**src/rtl/hex_scan_ctrl_pkg.sv**
```systemverilog
// Shared types and constants for the multiplexed seven-segment scan controller.
package hex_scan_ctrl_pkg;

  typedef enum logic [1:0] {
    IDLE = 2'd0,
    SHOW = 2'd1,
    GAP  = 2'd2
  } state_e;

  // All segments dark on the active-low segment bus.
  localparam logic [6:0] SEG_OFF = 7'h7F;

endpackage

```
**src/rtl/hex_scan_ctrl_hexdriver.sv**
```systemverilog
// Hex nibble to active-low seven-segment pattern, bit order {g,f,e,d,c,b,a}.
module hex_scan_ctrl_hexdriver (
  input  logic [3:0] nib_i,
  output logic [6:0] seg_o
);

  // Pure lookup of the glyph for one nibble.
  always_comb begin
    case (nib_i)
      4'h0:    seg_o = 7'b1000000;
      4'h1:    seg_o = 7'b1111001;
      4'h2:    seg_o = 7'b0100100;
      4'h3:    seg_o = 7'b0110000;
      4'h4:    seg_o = 7'b0011001;
      4'h5:    seg_o = 7'b0010010;
      4'h6:    seg_o = 7'b0000010;
      4'h7:    seg_o = 7'b1111000;
      4'h8:    seg_o = 7'b0000000;
      4'h9:    seg_o = 7'b0010000;
      4'hA:    seg_o = 7'b0001000;
      4'hB:    seg_o = 7'b0000011;
      4'hC:    seg_o = 7'b1000110;
      4'hD:    seg_o = 7'b0100001;
      4'hE:    seg_o = 7'b0000110;
      4'hF:    seg_o = 7'b0001110;
      default: seg_o = 7'b1111111;
    endcase
  end

endmodule

```
**src/rtl/hex_scan_ctrl.sv**
```systemverilog
// Time-multiplexed hex display scanner with anti-ghost gaps, leading-zero
// blanking and a one-deep pending word committed only at frame boundaries.
module hex_scan_ctrl
  import hex_scan_ctrl_pkg::*;
#(
  parameter int NDIG = 8,
  parameter int DIV  = 50000
) (
  input  logic              clk,
  input  logic              rst_n,
  input  logic              load_valid,
  input  logic [4*NDIG-1:0] load_data,
  output logic              load_ready,
  input  logic              blank_lz,
  input  logic [NDIG-1:0]   digit_en,
  output logic [6:0]        HEX,
  output logic [NDIG-1:0]   AN,
  output logic              frame_done
);

  localparam int DW = (NDIG > 1) ? $clog2(NDIG) : 1;
  localparam int CW = $clog2(DIV);
  localparam logic [DW-1:0] LAST_DIG = DW'(NDIG - 1);
  localparam logic [CW-1:0] TICK_MAX = CW'(DIV - 1);

  state_e            state_q, state_d;
  logic [DW-1:0]     digit_q, digit_d;
  logic [CW-1:0]     cnt_q, cnt_d;
  logic [4*NDIG-1:0] disp_q, disp_d;
  logic [4*NDIG-1:0] pend_q, pend_d;
  logic              pend_valid_q, pend_valid_d;
  logic [NDIG-1:0]   an_q, an_d;
  logic [6:0]        hex_q, hex_d;
  logic              ready_q, ready_d;
  logic              fd_q, fd_d;

  logic              tick_s;
  logic              accept_s;
  logic              frame_end_s;
  logic              lz_s;
  logic              show_on_s;
  logic [3:0]        nib_s;
  logic [6:0]        seg_s;

  assign tick_s      = (cnt_q == TICK_MAX);
  assign accept_s    = load_valid && ready_q;
  assign frame_end_s = (state_q == GAP) && tick_s && (digit_q == LAST_DIG);

  // Select the current nibble and test whether it and every higher nibble are zero.
  always_comb begin
    nib_s = 4'h0;
    lz_s  = 1'b1;
    for (int i = 0; i < NDIG; i++) begin
      nib_s = (digit_q == DW'(i)) ? disp_q[4*i +: 4] : nib_s;
      lz_s  = lz_s & ((DW'(i) < digit_q) | (disp_q[4*i +: 4] == 4'h0));
    end
  end

  hex_scan_ctrl_hexdriver u_hexdriver (
    .nib_i (nib_s),
    .seg_o (seg_s)
  );

  // Pin values for the next cycle; enable and blanking inputs are used live.
  always_comb begin
    show_on_s = (state_q == SHOW) && digit_en[digit_q] &&
                !(blank_lz && (digit_q != {DW{1'b0}}) && lz_s);
    hex_d     = show_on_s ? seg_s : SEG_OFF;
    an_d      = {NDIG{1'b1}};
    for (int i = 0; i < NDIG; i++) begin
      an_d[i] = !(show_on_s && (digit_q == DW'(i)));
    end
  end

  // Scan sequencing, display/pending register management and ready/pulse generation.
  always_comb begin
    state_d      = state_q;
    digit_d      = digit_q;
    cnt_d        = tick_s ? {CW{1'b0}} : cnt_q + CW'(1);
    disp_d       = disp_q;
    pend_d       = pend_q;
    pend_valid_d = pend_valid_q;
    case (state_q)
      IDLE: begin
        if (accept_s) begin
          disp_d  = load_data;
          state_d = SHOW;
          digit_d = {DW{1'b0}};
          cnt_d   = {CW{1'b0}};
        end else begin
          state_d = IDLE;
        end
      end
      SHOW: begin
        if (tick_s) begin
          state_d = GAP;
        end else begin
          state_d = SHOW;
        end
      end
      GAP: begin
        if (tick_s) begin
          state_d = SHOW;
          if (digit_q == LAST_DIG) begin
            digit_d = {DW{1'b0}};
          end else begin
            digit_d = digit_q + DW'(1);
          end
        end else begin
          state_d = GAP;
        end
      end
      default: begin
        state_d = IDLE;
        digit_d = {DW{1'b0}};
      end
    endcase

    // The visible word only changes between frames to avoid tearing.
    if (frame_end_s && pend_valid_q) begin
      disp_d       = pend_q;
      pend_valid_d = 1'b0;
    end else begin
      pend_valid_d = pend_valid_d;
    end

    if (accept_s && (state_q != IDLE)) begin
      pend_d       = load_data;
      pend_valid_d = 1'b1;
    end else begin
      pend_d = pend_q;
    end

    ready_d = (state_d == IDLE) || !pend_valid_d;
    fd_d    = frame_end_s;
  end

  // All state and pin registers.
  always_ff @(posedge clk or negedge rst_n) begin
    if (!rst_n) begin
      state_q      <= IDLE;
      digit_q      <= {DW{1'b0}};
      cnt_q        <= {CW{1'b0}};
      disp_q       <= {(4*NDIG){1'b0}};
      pend_q       <= {(4*NDIG){1'b0}};
      pend_valid_q <= 1'b0;
      an_q         <= {NDIG{1'b1}};
      hex_q        <= SEG_OFF;
      ready_q      <= 1'b1;
      fd_q         <= 1'b0;
    end else begin
      state_q      <= state_d;
      digit_q      <= digit_d;
      cnt_q        <= cnt_d;
      disp_q       <= disp_d;
      pend_q       <= pend_d;
      pend_valid_q <= pend_valid_d;
      an_q         <= an_d;
      hex_q        <= hex_d;
      ready_q      <= ready_d;
      fd_q         <= fd_d;
    end
  end

  assign HEX        = hex_q;
  assign AN         = an_q;
  assign load_ready = ready_q;
  assign frame_done = fd_q;

endmodule

```
**config.mk**
```make
export PLATFORM = sky130hd
export DESIGN_NAME = hex_scan_ctrl
export DESIGN_NICKNAME = d
export VERILOG_FILES = /design/src/rtl/hex_scan_ctrl_pkg.sv /design/src/rtl/hex_scan_ctrl_hexdriver.sv /design/src/rtl/hex_scan_ctrl.sv
export SDC_FILE = /design/constraint.sdc
export NUM_CORES = 1
export LEC_CHECK = 0
export ABC_CLOCK_PERIOD_IN_PS = 4800
export CORE_MARGIN = 4
export CORE_UTILIZATION = 45
export DETAILED_ROUTE_END_ITERATION = 10
export GPL_TIMING_DRIVEN = 0
export MAX_ROUTING_LAYER = met4
export PLACE_DENSITY = 0.7
export SLEW_MARGIN = 15
export SYNTH_ARGS = -nofsm -noshare
export SYNTH_HDL_FRONTEND = slang
export SYNTH_HIERARCHICAL = 1
export SYNTH_SLANG_ARGS = --single-unit
```
**constraint.sdc**
```tcl
create_clock -name clk -period 4.8 [get_ports clk]
set_input_delay 0.96 -clock clk [delete_from_list [all_inputs] [get_ports clk]]
set_output_delay 0.96 -clock clk [all_outputs]
set_load 0.02 [all_outputs]
```
Figure 1. Met1 routing.
Drawn at 3 px/µm.
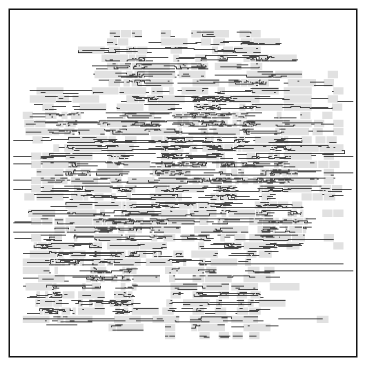
The wires run mostly horizontal. The longest straight run is 48.3 µm. The layer holds 46% of the routed length.
vias post-DR: 3891
total routed wirelength: 12.0 mm

Figure 2. The metal 2 layer.
Drawn at 4 px/µm.
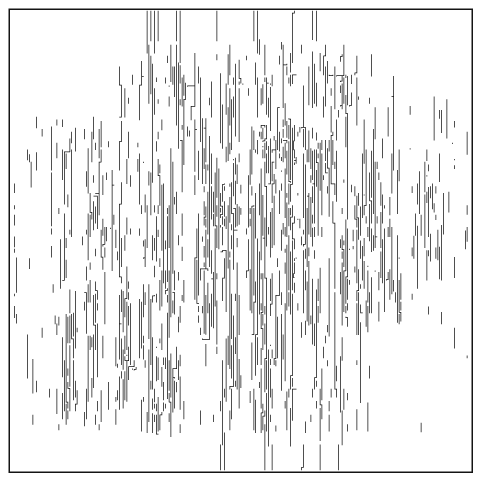
The layer carries 5640 µm of wire. The longest straight run is 42.2 µm.
grt met2 use: 0.301

==> worst min path at each step <==
stage	slack [ps]	cells past startpoint	to	startpoint
floorplan	450	1	cnt_q[0]$_DFF_PN0_	cnt_q[0]$_DFF_PN0_
global placement	460	1	cnt_q[0]$_DFF_PN0_	cnt_q[0]$_DFF_PN0_
detailed placement	480	1	cnt_q[0]$_DFF_PN0_	cnt_q[0]$_DFF_PN0_
CTS	490	1	cnt_q[0]$_DFF_PN0_	cnt_q[0]$_DFF_PN0_
global route	510	1	pend_q[20]$_DFFE_PN0P_	pend_q[20]$_DFFE_PN0P_
finish	490	1	pend_q[24]$_DFFE_PN0P_	rst_n
==> cell families after synthesis <==
| kind of cell | Yosys count | synth area share |
|---|---|---|
| AOI/OAI and AO/OA | 98 | 0.156 |
| xor gates and xnor gates | 11 | 0.0186 |
| adders and majority gates | 13 | 0.0309 |
| buffers and inverters | 43 | 0.0417 |
| DFF | 103 | 0.501 |
| muxes | 42 | 0.0953 |
| and+or+nand+nor | 140 | 0.157 |
==> layer usage <==
| layer | track usage | share of wire | vias to the layer above |
|---|---|---|---|
| met4 | 0.0587 | 0.016 | 0 |
| met2 | 0.301 | 0.47 | 112 |
| met3 | 0.0374 | 0.051 | 21 |
| met1 | 0.264 | 0.46 | 1932 |
| met5 | - | 0 | - |
| li1 | - | - | 1826 |
==> cell type report <==
| type | count | area share |
|---|---|---|
| plain buffers | 31 | 0.0273 |
| clock buffers | 11 | 0.0370 |
| inverters | 12 | 0.00716 |
| repair buffers | 61 | 0.100 |
| flip-flops and latches | 103 | 0.413 |
| multi-input cells | 304 | 0.377 |
| clock inverters | 5 | 0.0101 |
| well taps | 140 | 0.0279 |
==> power by group <==
part	switching (mW)	internal, mW
Sequential	0.000774	0.873
Clock	0.330	0.410
Combinational	0.0332	0.0413
==> flow_summary.toml <==
# synthesis and place-and-route metrics
[run_status]
run_status = "completed"

[layout]
final_nets = 578
mi_logic_area_um2 = 2370
insertedDiodeCount = 0
seq_area_um2 = 2600
biggestRegsByFlops = "disp_q: 32 flops, pend_q: 32 flops, cnt_q: 16 flops"
layout-drive-gt1-share = 0.121

[timing]
setup_total_negative_slack_ps = 0
drv_slew = 0
timing.fmax_mhz = 237

[critical_path]
crit_required_ps = 5050
start_kind = "register"
critical_path_depth = 14
r2r_start = "digit_q[1]$_DFFE_PN0P_"

[detailed_routing]
count_of_antenna_violating_nets_left_after_detailed_routing = 0

[cts]
insertion_delay_ps = 350
tritoncts_clock_tree = "yes"

[floorplan]
die_height_um = 115

[synthesis]
flop_cell = "dfrtp_1"
synth_sequential_area_ratio = 0.501
yosys-top-cells-area = "dfrtp_1 42%, dfstp_2 8.1%, mux2_1 6.3%, a221o_1 6.2%, and2_1 4.0%"
post_synth_inst_count = 450
Power figures rest on the tool's default switching activity, not on a simulated workload.
